`src/rtl/demux_1to2_stream.sv`:
```
// Buffered 1-to-2 stream demultiplexer with a 2-entry FIFO per output channel.
// Define DEMUX_COUNT_EN to add per-channel delivered-word counters (o_out0_count/o_out1_count).
module demux_1to2_stream #(
  parameter int unsigned WIDTH = 32,
  parameter int unsigned CNT_W = 16
) (
  input  logic             i_clk,
  input  logic             i_rst,
  input  logic             i_in_valid,
  output logic             o_in_ready,
  input  logic             i_in_sel,
  input  logic [WIDTH-1:0] i_in_data,
  output logic             o_out0_valid,
  input  logic             i_out0_ready,
  output logic [WIDTH-1:0] o_out0_data,
  output logic             o_out1_valid,
  input  logic             i_out1_ready,
  output logic [WIDTH-1:0] o_out1_data
`ifdef DEMUX_COUNT_EN
  ,
  output logic [CNT_W-1:0] o_out0_count,
  output logic [CNT_W-1:0] o_out1_count
`endif
);

  logic [1:0]       w_out_ready;
  logic [1:0]       w_out_valid;
  logic [1:0]       w_full;
  logic [1:0]       w_push;
  logic [1:0]       w_pop;
  logic [WIDTH-1:0] w_out_data [2];
  logic             w_in_fire;
`ifdef DEMUX_COUNT_EN
  logic [CNT_W-1:0] w_count [2];
`endif

  assign w_out_ready = {i_out1_ready, i_out0_ready};

  // Ready looks only at the selected FIFO's registered fill level; a same-cycle pop never helps.
  assign o_in_ready = ~w_full[i_in_sel];
  assign w_in_fire  = i_in_valid & o_in_ready;

  for (genvar c = 0; c < 2; c++) begin : g_chan
    logic [WIDTH-1:0] r_mem [2];
    logic             r_wr_ptr;
    logic             r_rd_ptr;
    logic [1:0]       r_occ;
    logic [1:0]       w_occ_d;

    assign w_push[c]      = w_in_fire & (i_in_sel == 1'(c));
    assign w_out_valid[c] = (r_occ != 2'd0);
    assign w_full[c]      = (r_occ == 2'd2);
    assign w_pop[c]       = w_out_valid[c] & w_out_ready[c];
    assign w_out_data[c]  = r_mem[r_rd_ptr];

    always_comb begin
      w_occ_d = r_occ;
      if (w_push[c] && !w_pop[c]) begin
        w_occ_d = r_occ + 2'd1;
      end else if (!w_push[c] && w_pop[c]) begin
        w_occ_d = r_occ - 2'd1;
      end
    end

    always_ff @(posedge i_clk) begin
      if (i_rst) begin
        r_mem[0] <= '0;
        r_mem[1] <= '0;
        r_wr_ptr <= 1'b0;
        r_rd_ptr <= 1'b0;
        r_occ    <= 2'd0;
      end else begin
        if (w_push[c]) begin
          r_mem[r_wr_ptr] <= i_in_data;
          r_wr_ptr        <= ~r_wr_ptr;
        end
        if (w_pop[c]) begin
          r_rd_ptr <= ~r_rd_ptr;
        end
        r_occ <= w_occ_d;
      end
    end

`ifdef DEMUX_COUNT_EN
    logic [CNT_W-1:0] r_count;

    always_ff @(posedge i_clk) begin
      if (i_rst) begin
        r_count <= '0;
      end else if (w_pop[c]) begin
        r_count <= r_count + 1'b1;
      end
    end

    assign w_count[c] = r_count;
`endif
  end

  assign o_out0_valid = w_out_valid[0];
  assign o_out1_valid = w_out_valid[1];
  assign o_out0_data  = w_out_data[0];
  assign o_out1_data  = w_out_data[1];

`ifdef DEMUX_COUNT_EN
  assign o_out0_count = w_count[0];
  assign o_out1_count = w_count[1];
`endif

endmodule
```
`config.mk`:
```
export PLATFORM = sky130hd
export DESIGN_NAME = demux_1to2_stream
export DESIGN_NICKNAME = d
export VERILOG_FILES = /design/src/rtl/demux_1to2_stream.sv
export SDC_FILE = /design/constraint.sdc
export NUM_CORES = 1
export LEC_CHECK = 0
export ABC_AREA = 1
export CORE_MARGIN = 4
export CORE_UTILIZATION = 50
export CTS_BUF_LIST = sky130_fd_sc_hd__clkbuf_4 sky130_fd_sc_hd__clkbuf_8
export CTS_CLUSTER_SIZE = 20
export DETAILED_ROUTE_END_ITERATION = 7
export GPL_TIMING_DRIVEN = 0
export HOLD_SLACK_MARGIN = 0.06
export PLACE_DENSITY = 0.79
export REMOVE_ABC_BUFFERS = 1
export SYNTH_ARGS = -nofsm -noshare
export SYNTH_HDL_FRONTEND = slang
export SYNTH_SLANG_ARGS = --single-unit
```
`constraint.sdc`:
```
create_clock -name i_clk -period 11.2 [get_ports i_clk]
set_input_delay 1.68 -clock i_clk [delete_from_list [all_inputs] [get_ports i_clk]]
set_output_delay 1.68 -clock i_clk [all_outputs]
set_load 0.02 [all_outputs]
```
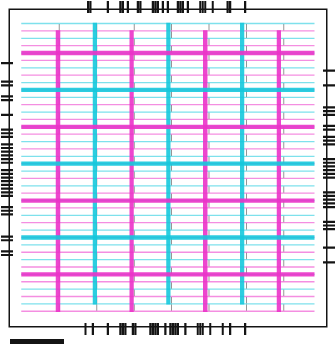
(run_1/floorplan.png)
Bar = 20 um. Pins as bars on the die edge. Tap cells in gray.
legend:
  VSS:
    color: magenta
  VDD:
    color: cyan
tap cells: 143
met1 rails: 40
met5 straps: 7
rows: 39
signal pins: 105

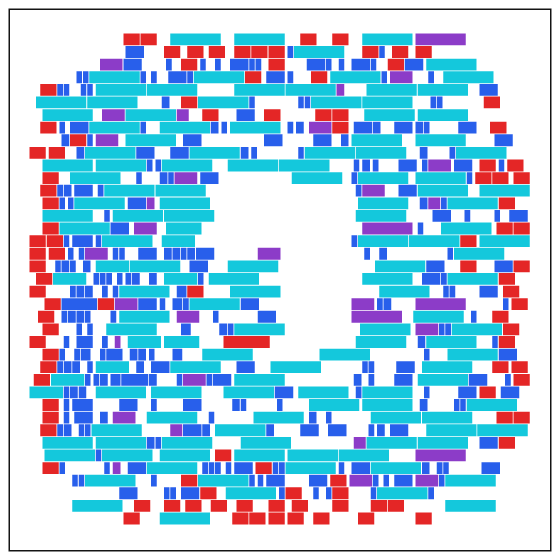
(run_1/class_map.png)
legend:
  sequential cells:
    color: cyan
    cells: 138
    share_of_their_area: 56%
  clock drivers and dummy loads:
    color: purple
    cells: 32
    share_of_their_area: 6.3%
  remaining logic cells:
    color: blue
    cells: 283
    share_of_their_area: 23%
  remaining buffers and delay cells:
    color: red
    cells: 105
    share_of_their_area: 15%

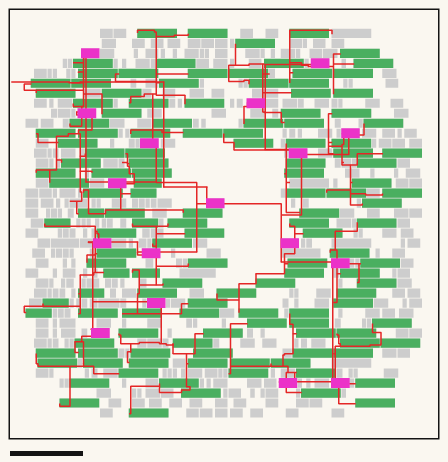
(run_1/clock_wires.png)
Bar = 20 um.
legend:
  flip-flops:
    color: green
    count: 138
  clock wires:
    color: red
    length: 1570 um
  clock-net drivers:
    color: magenta
    count: 17
flops lie: widely spread

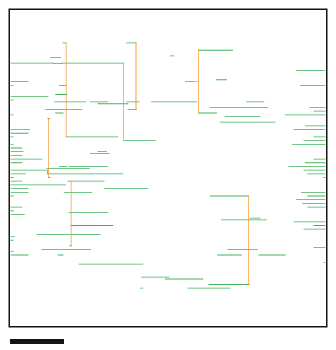
(run_1/layers.png)
Bar = 20 um. Two of the layers only.
legend:
  M4:
    color: orange
    wire_length: 191 um
  M3:
    color: green
    wire_length: 904 um

==> impl_metrics.json, run 1 <==
{
  "coreArea_um2": 11500,
  "htreeDepth": 4,
  "antenna_found_initial": 0,
  "globalRouteOverflowTotal": 0,
  "grt_pass1_vias": 3805,
  "simple_gate_area_frac": 0.113,
  "ys_types": 23,
  "critPathRequiredTime_ns": 9.52,
  "yosys_area_um2": 5890,
  "worstHoldPathCells": 2,
  "drt_first_pass_iters": 5,
  "hold_class": "flip-flop to flip-flop",
  "end_kind": "output pin",
  "diodes": 0,
  "report.final.slew_viol_count": 0,
  "fp.dieH_um": 117,
  "drv_cap": 0,
  "drcViolationCount": 0,
  "fmaxAchievable_mhz": 211,
  "status": "complete, no violations",
  "max_slew_margin": 0.194,
  "finalHoldViolCount": 0,
  "startpoint_type": "input pin",
  "vias": 3701,
  "final_common_cell": "edfxtp_1",
  "clkLatencyLatePin_ns": 0.45,
  "fin_crit_sh": 0.423,
  "gp_congestion": 0.769,
  "drt_iter0_drc": 244,
  "timing.rr.start": "g_chan[0].r_occ[1]",
  "ys_sh_mux": 0.122,
  "most-common-layout-cells": "edfxtp_1, clkdlybuf4s50_1, nor2_1",
  "drt-total-wl_mm": 12.5,
  "io_pins": 105,
  "clockBufferDepth": 2,
  "skew_ns": 0.0100,
  "fp_util": 0.513,
  "cts_buffers": 17,
  "whs_ns": 0.479,
  "finalCoreUtilization": 0.650,
  "ys_cells": 445,
  "grt_pass1_wl_mm": 19.7,
  "path_max_fanout": 3,
  "cts_tree": "yes",
  "warnings": 25,
  "hold_start": "g_chan[1].r_rd_ptr",
  "dp_hpwl_mm": 7.37,
  "adder_share": 0.00425
}
[run 1: worst max-delay path by stage]
| stage | from | endpoint | slack, ns | cells after the start |
|---|---|---|---|---|
| after floorplan | i_rst | g_chan[0].r_mem[1][0] | 5.90 | 3 |
| after global placement | i_rst | g_chan[0].r_mem[1][3] | 3.46 | 4 |
| after detailed placement | i_rst | g_chan[0].r_mem[1][21] | 6.32 | 5 |
| after CTS | i_in_sel | o_in_ready | 6.46 | 6 |
| after global routing | i_in_sel | o_in_ready | 6.38 | 6 |
| final | i_in_sel | o_in_ready | 6.47 | 6 |
[run 1: per-stage QoR]
stage                     total power [mW]  std cells  setup WS [ns]  instance area (um^2)
final                                 1.39        701           6.47                  7450
after global routing                  1.44        701           6.38                  7450
after CTS                             1.40        701           6.46                  7450
after detailed placement             0.937        669           6.32                  6990
after global placement               0.928        668           3.46                  6940
after floorplan                      0.800        421           5.90                  5720
[run 1: worst max-delay path, cell delays in order]
cell	delay, ns
clkdlybuf4s50_1	0.49
inv_1	0.09
nand2_1	0.07
o21ai_0	0.07
inv_1	0.06
clkdlybuf4s50_1	0.59
[run 1: layout make-up]
cell class | instances | area [um^2] | share of cell area
flip-flops and latches | 138 | 4050 | 0.543
multi-input cells | 240 | 1530 | 0.206
repair buffers | 105 | 1070 | 0.143
clock buffers | 23 | 292 | 0.0391
well taps | 143 | 179 | 0.0240
clock inverters | 9 | 169 | 0.0227
inverters | 43 | 161 | 0.0217
[run 1: report_power, final]
group	switching (mW)	leakage [nW]	internal [mW]	total [mW]
clock	0.180	0.239	0.285	0.465
sequential	0.0323	1.41	0.604	0.637
combinational	0.149	1.24	0.138	0.287
[run 1: layer usage]
layer	up-vias	GRT usage	wire (um)
met4	0	0.0835	190
met1	1791	0.246	5150
met5	-	0	0
met3	17	0.0518	903
met2	155	0.323	6240
li1	1738	-	-
[run 1: registers in the layout (all words and copies together), names as in the netlist, named ones only]
register         cells
g_chan.r_mem       128
g_chan.r_occ         4
g_chan.r_wr_ptr      2
g_chan.r_rd_ptr      2
[run 1: synth_stat cells]
| cell | n | area [um^2] |
|---|---|---|
| clkbuf_1 | 2 | 7.51 |
| a21oi_1 | 8 | 40.0 |
| nor3_1 | 32 | 160 |
| nand2_1 | 15 | 56.3 |
| clkinv_1 | 1 | 3.75 |
| dfxtp_1 | 10 | 200 |
| o21ai_0 | 8 | 40.0 |
| mux2_2 | 60 | 676 |
| nor2_1 | 102 | 383 |
| nand2_2 | 2 | 12.5 |
| buf_6 | 6 | 67.6 |
| buf_2 | 10 | 50.1 |
| mux2_1 | 4 | 45.0 |
| o211ai_4 | 1 | 21.3 |
| inv_2 | 3 | 11.3 |
| ha_1 | 2 | 25.0 |
| nand3_1 | 2 | 10.0 |
| nor2_4 | 1 | 11.3 |
| buf_4 | 6 | 45.0 |
| nand2_4 | 1 | 11.3 |
| edfxtp_1 | 128 | 3840 |
| nand3_2 | 2 | 20.0 |
| inv_1 | 39 | 146 |
[run 1: cells by family after synthesis]
group	count (synthesis)
AND/OR/NAND/NOR	157
flip-flops	138
buffers and inverters	67
multiplexers	64
AND-OR/OR-AND	17
adder cells (fa/ha/maj)	2
==> run 2: changes to the inputs <==
==> constraint.sdc (replaced) <==
create_clock -name i_clk -period 4.6 [get_ports i_clk]
set_input_delay 0.69 -clock i_clk [delete_from_list [all_inputs] [get_ports i_clk]]
set_output_delay 0.69 -clock i_clk [all_outputs]
set_load 0.02 [all_outputs]
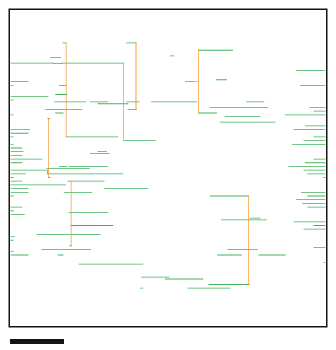
(run_2/layers.png)
Bar = 20 um. Two of the layers only.
legend:
  M3:
    color: green
    wire_length: 904 um
  M4:
    color: orange
    wire_length: 191 um

==> run 2 against run 1 <==
Via count stayed put. Combinational power up 140%. Area after synthesis stayed put. Total power grew 140%. Highest routed layer unchanged.
==> impl_metrics.json, run 2 <==
{
  "fp.dieH_um": 117,
  "htreeDepth": 4,
  "dp_hpwl_mm": 7.37,
  "hold_start": "g_chan[1].r_rd_ptr",
  "critPathRequiredTime_ns": 4.57,
  "max_stage_delay_ns": 0.87,
  "diodes": 0,
  "adder_share": 0.00425,
  "status": "complete, no violations",
  "coreArea_um2": 11500,
  "power_mw": 3.38,
  "final_common_cell": "edfxtp_1",
  "sw_frac_of_total": 0.260,
  "yosys_area_um2": 5890,
  "globalRouteOverflowTotal": 0,
  "p_seq_frac": 0.458,
  "area_leaders": "edfxtp_1, mux2_2, nor2_1",
  "drt-total-wl_mm": 12.5,
  "clockPowerShare": 0.335,
  "cp_common_cell": "nand2_2",
  "fp_util": 0.513,
  "simple_gate_area_frac": 0.113,
  "antenna_found_initial": 0,
  "drcViolationCount": 0,
  "internal-power_mw": 2.50,
  "path_max_fanout": 34,
  "whs_ns": 0.479,
  "fmaxAchievable_mhz": 301,
  "switchingPower_mw": 0.880,
  "max_slew_margin": 0.194,
  "reg_top3": "g_chan.r_mem (128), g_chan.r_occ (4)",
  "timing.rr.start": "g_chan[0].r_occ[1]",
  "synthArstFlopShare": 0,
  "startpoint_type": "input pin",
  "warnings": 25,
  "top_cells_by_count": "edfxtp_1, nor2_1, mux2_2",
  "top_cell": "edfxtp_1",
  "grt_pass1_wl_mm": 19.7,
  "fin_crit_sh": 0.723,
  "ys_sh_mux": 0.122,
  "critical-path-slowest-cell": "nand2_2",
  "ys_cells": 445,
  "clkLatencyLatePin_ns": 0.45,
  "drt_iter0_drc": 244,
  "clockBufferDepth": 2,
  "crit_family": "simple AND/OR/NAND/NOR gates"
}
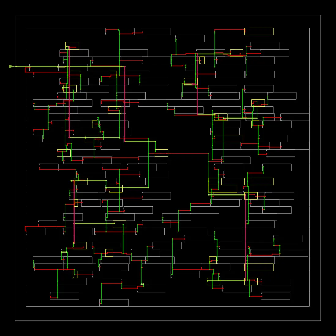
(run_2/clock_nets.png)
clkbuf count: 23
CTS Sinks: 138
CTS Buf Count: 17
FFs & Latches: 138
Setup Skew: 0.0100 ns

-- run 2: cell counts after synthesis --
No cell type changed its count.
-- run 2: kinds of logic after synthesis --
| kind of cell | after synthesis |
|---|---|
| AOI/OAI and AO/OA | 17 |
| adders and majority gates | 2 |
| buffers and inverters | 67 |
| DFF | 138 |
| muxes | 64 |
| and+or+nand+nor | 157 |
-- run 2: worst register-to-register path, stage by stage (launching register included) --
cell and delay, ns:
dfxtp_1 0.33, inv_2 0.07, o211ai_4 0.93, nor2_4 0.03, nand2_4 0.38, nand2_2 0.63
-- run 2: per-layer routing --
layer | up-vias | share of wire | GRT usage
met5 | - | 0 | 0
met4 | 0 | 0.015 | 0.0835
met3 | 17 | 0.072 | 0.0518
met2 | 155 | 0.50 | 0.323
met1 | 1791 | 0.41 | 0.246
li1 | 1738 | - | -
-- run 2: power by group through the flow --
stage	Sequential [mW]	Combinational [mW]	Clock (mW)
2_1_floorplan	1.55	0.400	0
3_3_place_gp	1.57	0.686	0
3_5_place_dp	1.58	0.700	0
4_1_cts	1.55	0.706	1.14
6_report	1.55	0.698	1.13
5_1_grt	1.56	0.749	1.20
-- run 2: layout make-up --
| type | instances | area, um^2 | area share |
|---|---|---|---|
| Tap cell | 143 | 179 | 0.0240 |
| Clock buffer | 23 | 292 | 0.0391 |
| Clock inverter | 9 | 169 | 0.0227 |
| Sequential cell | 138 | 4050 | 0.543 |
| Inverter | 43 | 161 | 0.0217 |
| Multi-Input combinational cell | 240 | 1530 | 0.206 |
| Timing Repair Buffer | 105 | 1070 | 0.143 |
-- run 2: how the worst max path moves through the flow --
stage,startpoint,end,cells past startpoint,slack (ns)
6_report,i_rst,g_chan[1].r_mem[0][25],4,1.28
5_1_grt,i_rst,g_chan[1].r_mem[0][20],4,1.08
4_1_cts,i_rst,g_chan[0].r_mem[1][7],5,1.16
2_1_floorplan,i_rst,g_chan[0].r_mem[1][0],3,0.29
3_3_place_gp,i_rst,g_chan[0].r_mem[1][3],4,-2.15
3_5_place_dp,i_rst,g_chan[0].r_mem[1][21],5,0.71
-- run 2: metrics by stage --
| step | std cells | setup TNS, ns | util | instance area [um^2] | setup slack (ns) |
|---|---|---|---|---|---|
| 5_1_grt | 701 | 0 | 0.650 | 7450 | 1.08 |
| 6_report | 701 | 0 | 0.650 | 7450 | 1.28 |
| 4_1_cts | 701 | 0 | 0.649 | 7450 | 1.16 |
| 2_1_floorplan | 421 | 0 | - | 5720 | 0.290 |
| 3_5_place_dp | 669 | 0 | 0.609 | 6990 | 0.706 |
| 3_3_place_gp | 668 | -68.86 | 0.605 | 6940 | -2.15 |
==> run 3: changes to the inputs <==
--- a/config.mk
+++ b/config.mk
@@ -7,13 +7,13 @@
 export LEC_CHECK = 0
 export ABC_AREA = 1
 export CORE_MARGIN = 4
-export CORE_UTILIZATION = 50
+export CORE_UTILIZATION = 49
 export CTS_BUF_LIST = sky130_fd_sc_hd__clkbuf_4 sky130_fd_sc_hd__clkbuf_8
 export CTS_CLUSTER_SIZE = 20
 export DETAILED_ROUTE_END_ITERATION = 7
 export GPL_TIMING_DRIVEN = 0
 export HOLD_SLACK_MARGIN = 0.06
-export PLACE_DENSITY = 0.79
+export PLACE_DENSITY = 0.81
 export REMOVE_ABC_BUFFERS = 1
 export SYNTH_ARGS = -nofsm -noshare
 export SYNTH_HDL_FRONTEND = slang
==> constraint.sdc (replaced) <==
create_clock -name i_clk -period 2.8 [get_ports i_clk]
set_input_delay 0.42 -clock i_clk [delete_from_list [all_inputs] [get_ports i_clk]]
set_output_delay 0.42 -clock i_clk [all_outputs]
set_load 0.02 [all_outputs]
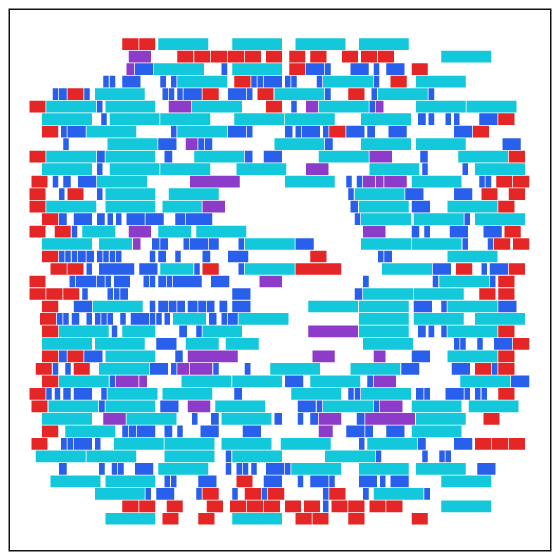
(run_3/class_map.png)
legend:
  remaining buffers and delay cells:
    color: red
    cells: 105
    share_of_their_area: 15%
  remaining logic cells:
    color: blue
    cells: 284
    share_of_their_area: 24%
  sequential cells:
    color: cyan
    cells: 138
    share_of_their_area: 56%
  clock drivers and dummy loads:
    color: purple
    cells: 32
    share_of_their_area: 5.9%

==> run 3 against run 2 <==
Total power up 61%. Global-route usage decreased by 0.51 points. Via count is 0.43% higher. Worst setup slack worse by 1.2 ns. Clock-buffer cell count shrank 4. Sequential share of layout area rose by 0.10 points.
==> impl_metrics.json, run 3 <==
{
  "max_slew_margin": 0.269,
  "dp_hpwl_mm": 7.44,
  "end_kind": "flip-flop",
  "io_pins": 105,
  "largest_register": "g_chan.r_mem",
  "fin_tns_setup_ns": 0,
  "vias": 3717,
  "top_cells_by_count": "edfxtp_1, nor2_1, mux2_2",
  "antenna_found_initial": 0,
  "grt_pass1_vias": 3945,
  "finalCoreUtilization": 0.644,
  "hold_class": "flip-flop to flip-flop",
  "most-common-layout-cells": "edfxtp_1, clkdlybuf4s50_1, nor2_1",
  "htreeDepth": 4,
  "coreArea_um2": 11600,
  "drt_first_pass_iters": 4,
  "cts_tree": "yes",
  "synth-main-ff-cell": "edfxtp_1",
  "yosysTopAreaCell": "edfxtp_1",
  "drcViolationCount": 0,
  "edf_count": 128,
  "globalRouteOverflowTotal": 0,
  "cts_buffers": 17,
  "diodes": 0,
  "ys_cells": 445,
  "startpoint_type": "input pin",
  "place_area_um2": 6990,
  "met1_usage": 0.236,
  "sw_frac_of_total": 0.273,
  "ys_types": 23,
  "clockPowerShare": 0.316,
  "status": "complete, no violations",
  "fp.dieH_um": 118,
  "report.final.slew_viol_count": 0,
  "gp_congestion": 0.759
}
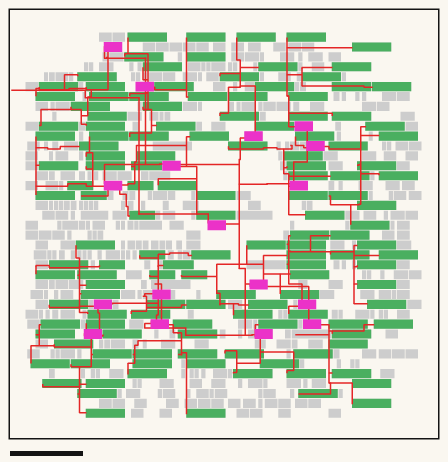
(run_3/clock_wires.png)
Bar = 20 um.
legend:
  clock wires:
    color: red
    length: 1570 um
  flip-flops:
    color: green
    count: 138
  clock-net drivers:
    color: magenta
    count: 17
flops lie: widely spread

run 3: what timing repair did:
item | 4_1_cts | 5_1_grt
gates resized | 2 | 3
setup endpoints to repair | 129 | 106
pin swaps | 1 | 0
gates cloned | 1 | 0
run 3: logic make-up after synthesis:
family / count (synthesis) / synth area share
buf+inv: 67 / 0.0563
compound gates: 17 / 0.0172
fa+ha+maj: 2 / 0.00425
simple gates: 157 / 0.113
mux: 64 / 0.122
flops: 138 / 0.687
run 3: routing by layer:
metal  wire length [um]  part of all wire  vias to the layer above
met2               6530              0.50                      139
met1               5440              0.42                     1817
met5                  0                 0                        -
met4                165             0.013                        0
li1                   -                 -                     1746
met3                817             0.063                       15
run 3: final timing paths:
check        cells past startpoint          startpoint                      to
max                              4               i_rst  g_chan[1].r_mem[1][12]
min                              2  g_chan[1].r_rd_ptr               flip-flop
max reg2reg                      5  g_chan[0].r_occ[1]  g_chan[0].r_mem[0][23]
min reg2reg                      2  g_chan[1].r_rd_ptr               flip-flop
run 3: cell type report:
| class | count | area, um^2 |
|---|---|---|
| clock inverter | 13 | 176 |
| fill | 890 | 4120 |
| timing repair buffer | 105 | 1070 |
| inverter | 43 | 161 |
| tap | 143 | 179 |
| multi-input combinational | 241 | 1560 |
| sequential | 138 | 4050 |
| clock buffer | 19 | 249 |
run 3: critical path, cell delays in order:
cell,delay (ns)
clkdlybuf4s50_1,0.46
clkinv_1,0.51
nand3_4,0.65
nand2_2,0.66
run 3: power groups by stage:
stage	registers, mW	logic (mW)	clock network [mW]
after floorplan	2.54	0.657	0
after global placement	2.59	1.13	0
after detailed placement	2.60	1.16	0
after CTS	2.56	1.18	1.75
after global routing	2.57	1.24	1.85
final	2.55	1.17	1.72
Power and IR drop assume default switching activity.
